==> src/rtl/uart_th_decode.sv <==
// uart_th_decode: parses the 12-byte ASCII frame "TT.T",0xA1,0xE6," ","HH.H","%"
// back into temperature and humidity in tenths of a unit.
// Optional build macro: UART_TH_DECODE_LITERAL_CHECK_EN. When it is defined, the
// literal bytes are checked exactly. When it is not defined, literal positions
// accept any byte.
module uart_th_decode #(
   parameter logic [25:0] TIMEOUT_CYC = 26'd5_000_000
) (
   input  logic       clk,
   input  logic       rst_n,
   input  logic [7:0] rx_byte,
   input  logic       rx_byte_vld,
   output logic [9:0] temp_val,
   output logic [9:0] humi_val,
   output logic       val_vld,
   output logic       frame_err,
   output logic       rx_busy
);

   typedef enum logic {IDLE, RECV} state_t;

   state_t      state, state_nxt;
   logic [3:0]  pos, pos_nxt;
   logic [9:0]  t_acc, t_acc_nxt, h_acc, h_acc_nxt;
   logic [9:0]  temp_nxt, humi_nxt;
   logic        val_nxt, err_nxt;
   logic [25:0] idle_cnt, idle_cnt_nxt;

   logic        is_digit;
   logic [3:0]  digit;
   logic        digit_pos;
   logic        byte_ok;
   logic [9:0]  t_mac, h_mac;

   // Classify the incoming byte and precompute the x10 + digit accumulations
   always_comb begin
      is_digit  = (rx_byte >= 8'h30) && (rx_byte <= 8'h39);
      digit     = rx_byte[3:0];
      digit_pos = pos inside {4'd0, 4'd1, 4'd3, 4'd7, 4'd8, 4'd10};
      t_mac     = (t_acc << 3) + (t_acc << 1) + {6'd0, digit};
      h_mac     = (h_acc << 3) + (h_acc << 1) + {6'd0, digit};
`ifdef UART_TH_DECODE_LITERAL_CHECK_EN
      case (pos)
         4'd2, 4'd9: byte_ok = (rx_byte == 8'h2E);
         4'd4:       byte_ok = (rx_byte == 8'hA1);
         4'd5:       byte_ok = (rx_byte == 8'hE6);
         4'd6:       byte_ok = (rx_byte == 8'h20);
         4'd11:      byte_ok = (rx_byte == 8'h25);
         default:    byte_ok = is_digit;
      endcase
`else
      byte_ok = digit_pos ? is_digit : 1'b1;
`endif
   end

   // Next-state logic: byte acceptance, resync on mismatch, and the inter-byte timeout
   always_comb begin
      pos_nxt      = pos;
      t_acc_nxt    = t_acc;
      h_acc_nxt    = h_acc;
      temp_nxt     = temp_val;
      humi_nxt     = humi_val;
      val_nxt      = 1'b0;
      err_nxt      = 1'b0;
      idle_cnt_nxt = idle_cnt;
      if (rx_byte_vld) begin
         idle_cnt_nxt = 26'd0;
         if (byte_ok) begin
            case (pos)
               4'd0:        t_acc_nxt = {6'd0, digit};
               4'd1, 4'd3:  t_acc_nxt = t_mac;
               4'd7:        h_acc_nxt = {6'd0, digit};
               4'd8, 4'd10: h_acc_nxt = h_mac;
               default:     ;
            endcase
            if (pos == 4'd11) begin
               temp_nxt = t_acc;
               humi_nxt = h_acc;
               val_nxt  = 1'b1;
               pos_nxt  = 4'd0;
            end else begin
               pos_nxt = pos + 4'd1;
            end
         end else begin
            err_nxt = 1'b1;
            if (is_digit && (pos != 4'd0)) begin
               t_acc_nxt = {6'd0, digit};
               pos_nxt   = 4'd1;
            end else begin
               pos_nxt = 4'd0;
            end
         end
      end else if (state == IDLE) begin
         idle_cnt_nxt = 26'd0;
      end else if (idle_cnt == (TIMEOUT_CYC - 26'd1)) begin
         err_nxt      = 1'b1;
         pos_nxt      = 4'd0;
         idle_cnt_nxt = 26'd0;
      end else begin
         idle_cnt_nxt = idle_cnt + 26'd1;
      end
      state_nxt = (pos_nxt == 4'd0) ? IDLE : RECV;
   end

   // Register all state and outputs; reset clears everything, including mid-frame
   always_ff @(posedge clk) begin
      if (!rst_n) begin
         state     <= IDLE;
         pos       <= 4'd0;
         t_acc     <= 10'd0;
         h_acc     <= 10'd0;
         idle_cnt  <= 26'd0;
         temp_val  <= 10'd0;
         humi_val  <= 10'd0;
         val_vld   <= 1'b0;
         frame_err <= 1'b0;
         rx_busy   <= 1'b0;
      end else begin
         state     <= state_nxt;
         pos       <= pos_nxt;
         t_acc     <= t_acc_nxt;
         h_acc     <= h_acc_nxt;
         idle_cnt  <= idle_cnt_nxt;
         temp_val  <= temp_nxt;
         humi_val  <= humi_nxt;
         val_vld   <= val_nxt;
         frame_err <= err_nxt;
         rx_busy   <= (pos_nxt != 4'd0);
      end
   end

endmodule

==> config.mk <==
export PLATFORM = sky130hd
export DESIGN_NAME = uart_th_decode
export DESIGN_NICKNAME = d
export VERILOG_FILES = /design/src/rtl/uart_th_decode.sv
export SDC_FILE = /design/constraint.sdc
export NUM_CORES = 1
export LEC_CHECK = 0
export ABC_CLOCK_PERIOD_IN_PS = 3500
export CAP_MARGIN = 40
export CORE_ASPECT_RATIO = 1.1
export CORE_MARGIN = 4
export CORE_UTILIZATION = 30
export DETAILED_ROUTE_END_ITERATION = 6
export SLEW_MARGIN = 25
export SYNTH_ARGS = -nofsm -noshare
export SYNTH_HDL_FRONTEND = slang
export SYNTH_SLANG_ARGS = --single-unit
==> constraint.sdc <==
create_clock -name clk -period 3.5 [get_ports clk]
set_clock_uncertainty 0.15 [all_clocks]
set_input_delay 0.7 -clock clk [delete_from_list [all_inputs] [get_ports clk]]
set_output_delay 0.7 -clock clk [all_outputs]
set_load 0.05 [all_outputs]
Fig. 1: supply network
Drawn at 3 px/um. Pins as bars on the die edge.
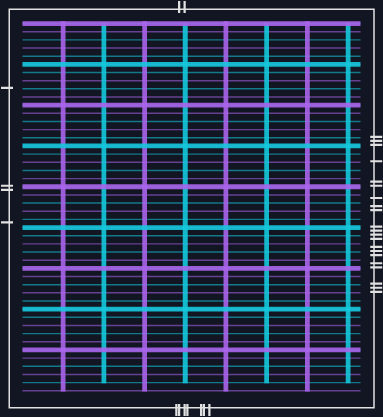
| color | net |
|---|---|
| cyan | VDD |
| purple | VSS |
met5 straps: 9
signal pins: 34
met4 straps: 8
rows: 45
die extent in x: 121 um
height of the die: 132 um

Fig. 2: clock nets
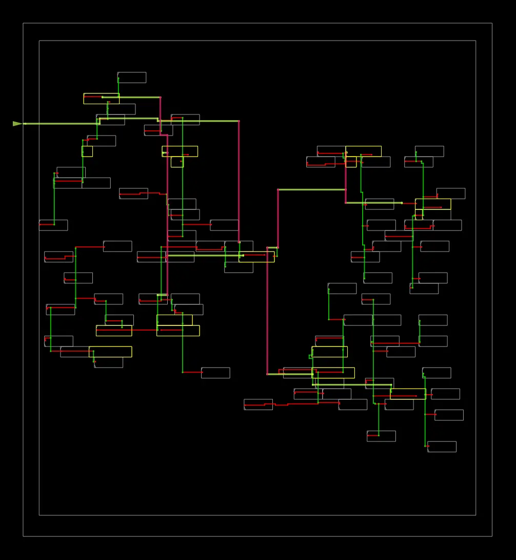
Num CTS Buffers: 9
tally of clock buffers in the finished layout: 9
CTS sink count: 73
Clk. pwr: 1050 uW

Fig. 3: logic cells by family
Drawn at 2 px/um.
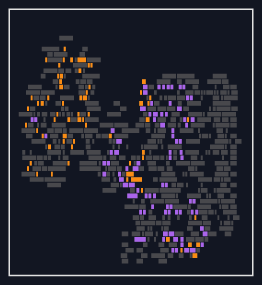
| color | family | cells |
|---|---|---|
| purple | aoi and oai cells | 82 |
| orange | nor cells | 65 |
most common cell after layout, fill and taps aside: dfxtp_1
multi-input gate share of the layout cell area: 50.1%

Fig. 4: clock distribution
Drawn at 2 px/um.
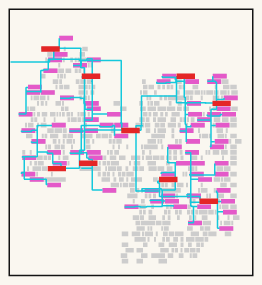
[red] clock drivers | count: 9
[magenta] flip-flops | count: 73
[cyan] clock wires | length: 1020 um
routed clock nets: 10
Clk network pwr share: 53.7%
insertion delay to the later sink of the worst-skew pair: 0.34 ns

==> flow_summary.rst <==
Run summary
-----------

.. list-table::
   :header-rows: 1

   * - Metric
     - Value
   * - Critical Path Fanout Max
     - 4
   * - Slowest-stage cell, CP
     - fa_1
   * - Final count of pins violating max slew
     - 0
   * - Post-detailed-route wirelength per cell
     - 12.6 um
   * - First-pass detailed-route iteration total
     - 4
   * - Result of the run
     - finished, final reports clean
   * - WS Path Type
     - in2reg
   * - Cell-by-cell trace of the critical path
     - clkdlybuf4s50_1, inv_1, fa_1, inv_1, ha_1, a211oi_1, o21ai_0, o31ai_1, xnor2_1, o22ai_1
   * - Most frequent cells in the layout
     - dfxtp_1 (73), nand2_1 (57), nor2_1 (41), ha_1 (33), clkdlybuf4s50_1 (32)
   * - Syn-to-layout area delta
     - 20.3%
   * - Vias in the first global route
     - ~3400
   * - Slew at the pin closest to its max-slew limit
     - between 0.6 and 0.7 ns
   * - Synth Cell Area
     - ~0.0042 mm^2
   * - Final worst path period share
     - around nine tenths
   * - Post-CTS Hold Fix Bufs
     - 0
   * - Final weighted congestion in routability-driven placement
     - between 0.8 and 0.9
   * - Number of buffers and inverters on the critical path
     - 3
   * - Post-CTS setup buffers
     - 0
   * - Wire length of the first global-routing pass
     - between 15000 and 20000 um
   * - Diodes inserted
     - 0
   * - Share of Yosys cell area claimed by the top area cell type
     - roughly 35%
   * - Half-perimeter wire length of the detailed placement result
     - 6860 um
   * - Largest cells by area
     - dfxtp_1 (35%), ha_1 (9.8%), mux2i_1 (6.2%)
   * - Quantity of gates resized following cts
     - 0
   * - Peak supply drop
     - ~250 uV
   * - DRC violations left
     - 0
   * - # rows
     - about 45
   * - Required time at the endpoint of the critical path
     - around 3.6 ns
   * - Count of maximum capacitance violations
     - 0
   * - Gate count of the mapped netlist
     - between 400 and 500
   * - Synth async-reset ratio
     - 0%
   * - Upper clock frequency limit
     - 0.322 GHz
   * - Min cycle time layout
     - 3.11 ns
   * - Number of antenna violations at the first check in global routing
     - 0
   * - Static leakage power
     - 0.00181 uW
   * - Root cell of the clock tree
     - clkbuf_16
   * - Kind of start point of the critical path
     - primary input
   * - Global-route total usage across every layer
     - 12.0%
   * - Setup repair after global routing missed its margin
     - false
   * - Setup violation total in the final timing report
     - 0
   * - Remaining max-slew budget at the tightest pin
     - between 50% and 60%
   * - Summed negative setup slack over all endpoints
     - 0 ns
   * - Cell occurring most often along the worst timing path
     - inv_1
   * - Global route total overflow
     - 0
   * - Layout cells sized above 1
     - roughly 6.6%
   * - Filler instances
     - about 1400
   * - Post-synth EDFFs
     - 0
-- synthesized netlist by cell type (2+ instances only) --
| cell type | number |
|---|---|
| dfxtp_1 | 73 |
| o21a_1 | 3 |
| nor2_1 | 41 |
| o21ai_0 | 28 |
| and3b_1 | 2 |
| nor4_1 | 4 |
| o31ai_1 | 2 |
| a211oi_1 | 3 |
| a21o_1 | 2 |
| and4_1 | 3 |
| o31a_1 | 2 |
| nand3_1 | 27 |
| or3_1 | 6 |
| buf_4 | 5 |
| buf_6 | 2 |
| a21oi_1 | 28 |
| fa_1 | 4 |
| nand2_1 | 57 |
| xnor2_1 | 27 |
| ha_1 | 33 |
| buf_2 | 4 |
| mux2i_1 | 26 |
| nand2b_1 | 5 |
| clkbuf_1 | 9 |
| o211ai_1 | 6 |
| inv_1 | 26 |
| nor2b_1 | 6 |
| nand4_1 | 4 |
| o22ai_1 | 6 |
| xor2_1 | 7 |
| o311ai_0 | 3 |
| and3_1 | 6 |
| nor3_1 | 10 |
-- area by class of cell --
| type | count | share of cell area, % |
|---|---|---|
| inverter | 26 | 1.92 |
| sequential | 73 | 28.8 |
| clock inverter | 7 | 2.34 |
| tap | 188 | 4.64 |
| timing repair buffer | 42 | 7.74 |
| clock buffer | 9 | 4.44 |
| multi-input combinational | 371 | 50.1 |
-- power by group --
group | internal [uW] | leakage, uW | switching (uW) | total, uW
Clock | 695 | 0.000162 | 359 | 1050
Combinational | 27.8 | 0.00106 | 46.3 | 74.0
Sequential | 833 | 0.000588 | 1.89 | 835
Total | 1560 | 0.00181 | 407 | 1960
-- per-stage QoR --
step / cells / cell area (um^2) / total power [uW] / hold slack, ns / setup slack (ns)
2_1_floorplan: 491 / 4220 / 898 / 0.276 / 0.727
3_3_place_gp: 700 / 4730 / 926 / 0.290 / 0.0766
3_5_place_dp: 700 / 4730 / 927 / 0.296 / 0.0198
4_1_cts: 716 / 5070 / 1990 / 0.310 / 0.387
5_1_grt: 716 / 5070 / 2040 / 0.328 / 0.218
6_report: 716 / 5070 / 1960 / 0.306 / 0.392
-- sequential cells by signal, indices dropped and copies added, names as in the netlist --
name	flops
val_vld	1
idle_cnt	26
t_acc	10
rx_busy	1
frame_err	1
humi_val	10
pos	4
h_acc	10
temp_val	10
-- cells by family after synthesis --
family	after synthesis	synth area share, %
multiplexers	27	6.44
AND/OR/NAND/NOR	182	21.5
XOR/XNOR	34	7.06
buffers and inverters	47	5.22
AND-OR/OR-AND	91	13.5
flip-flops	73	34.6
adder cells (fa/ha/maj)	37	11.7
-- layer usage --
metal	vias to the layer above	GRT usage [%]	wire length (um)
met4	0	4.60	152
met5	-	0	0
li1	1789	-	-
met3	15	3.95	453
met1	1628	14.7	4120
met2	63	19.4	4330
-- path summary, 6_finish.rpt --
path                    start          end  slack [ns]  depth (start not counted)
hold / removal    humi_val[1]  humi_val[1]        0.31                          2
setup reg to reg     t_acc[0]     t_acc[9]        0.90                          9
hold reg to reg   humi_val[1]  humi_val[1]        0.31                          2
setup / recovery   rx_byte[3]     t_acc[9]        0.39                         10
No activity file was given, so power comes from the tool's default toggle rates.
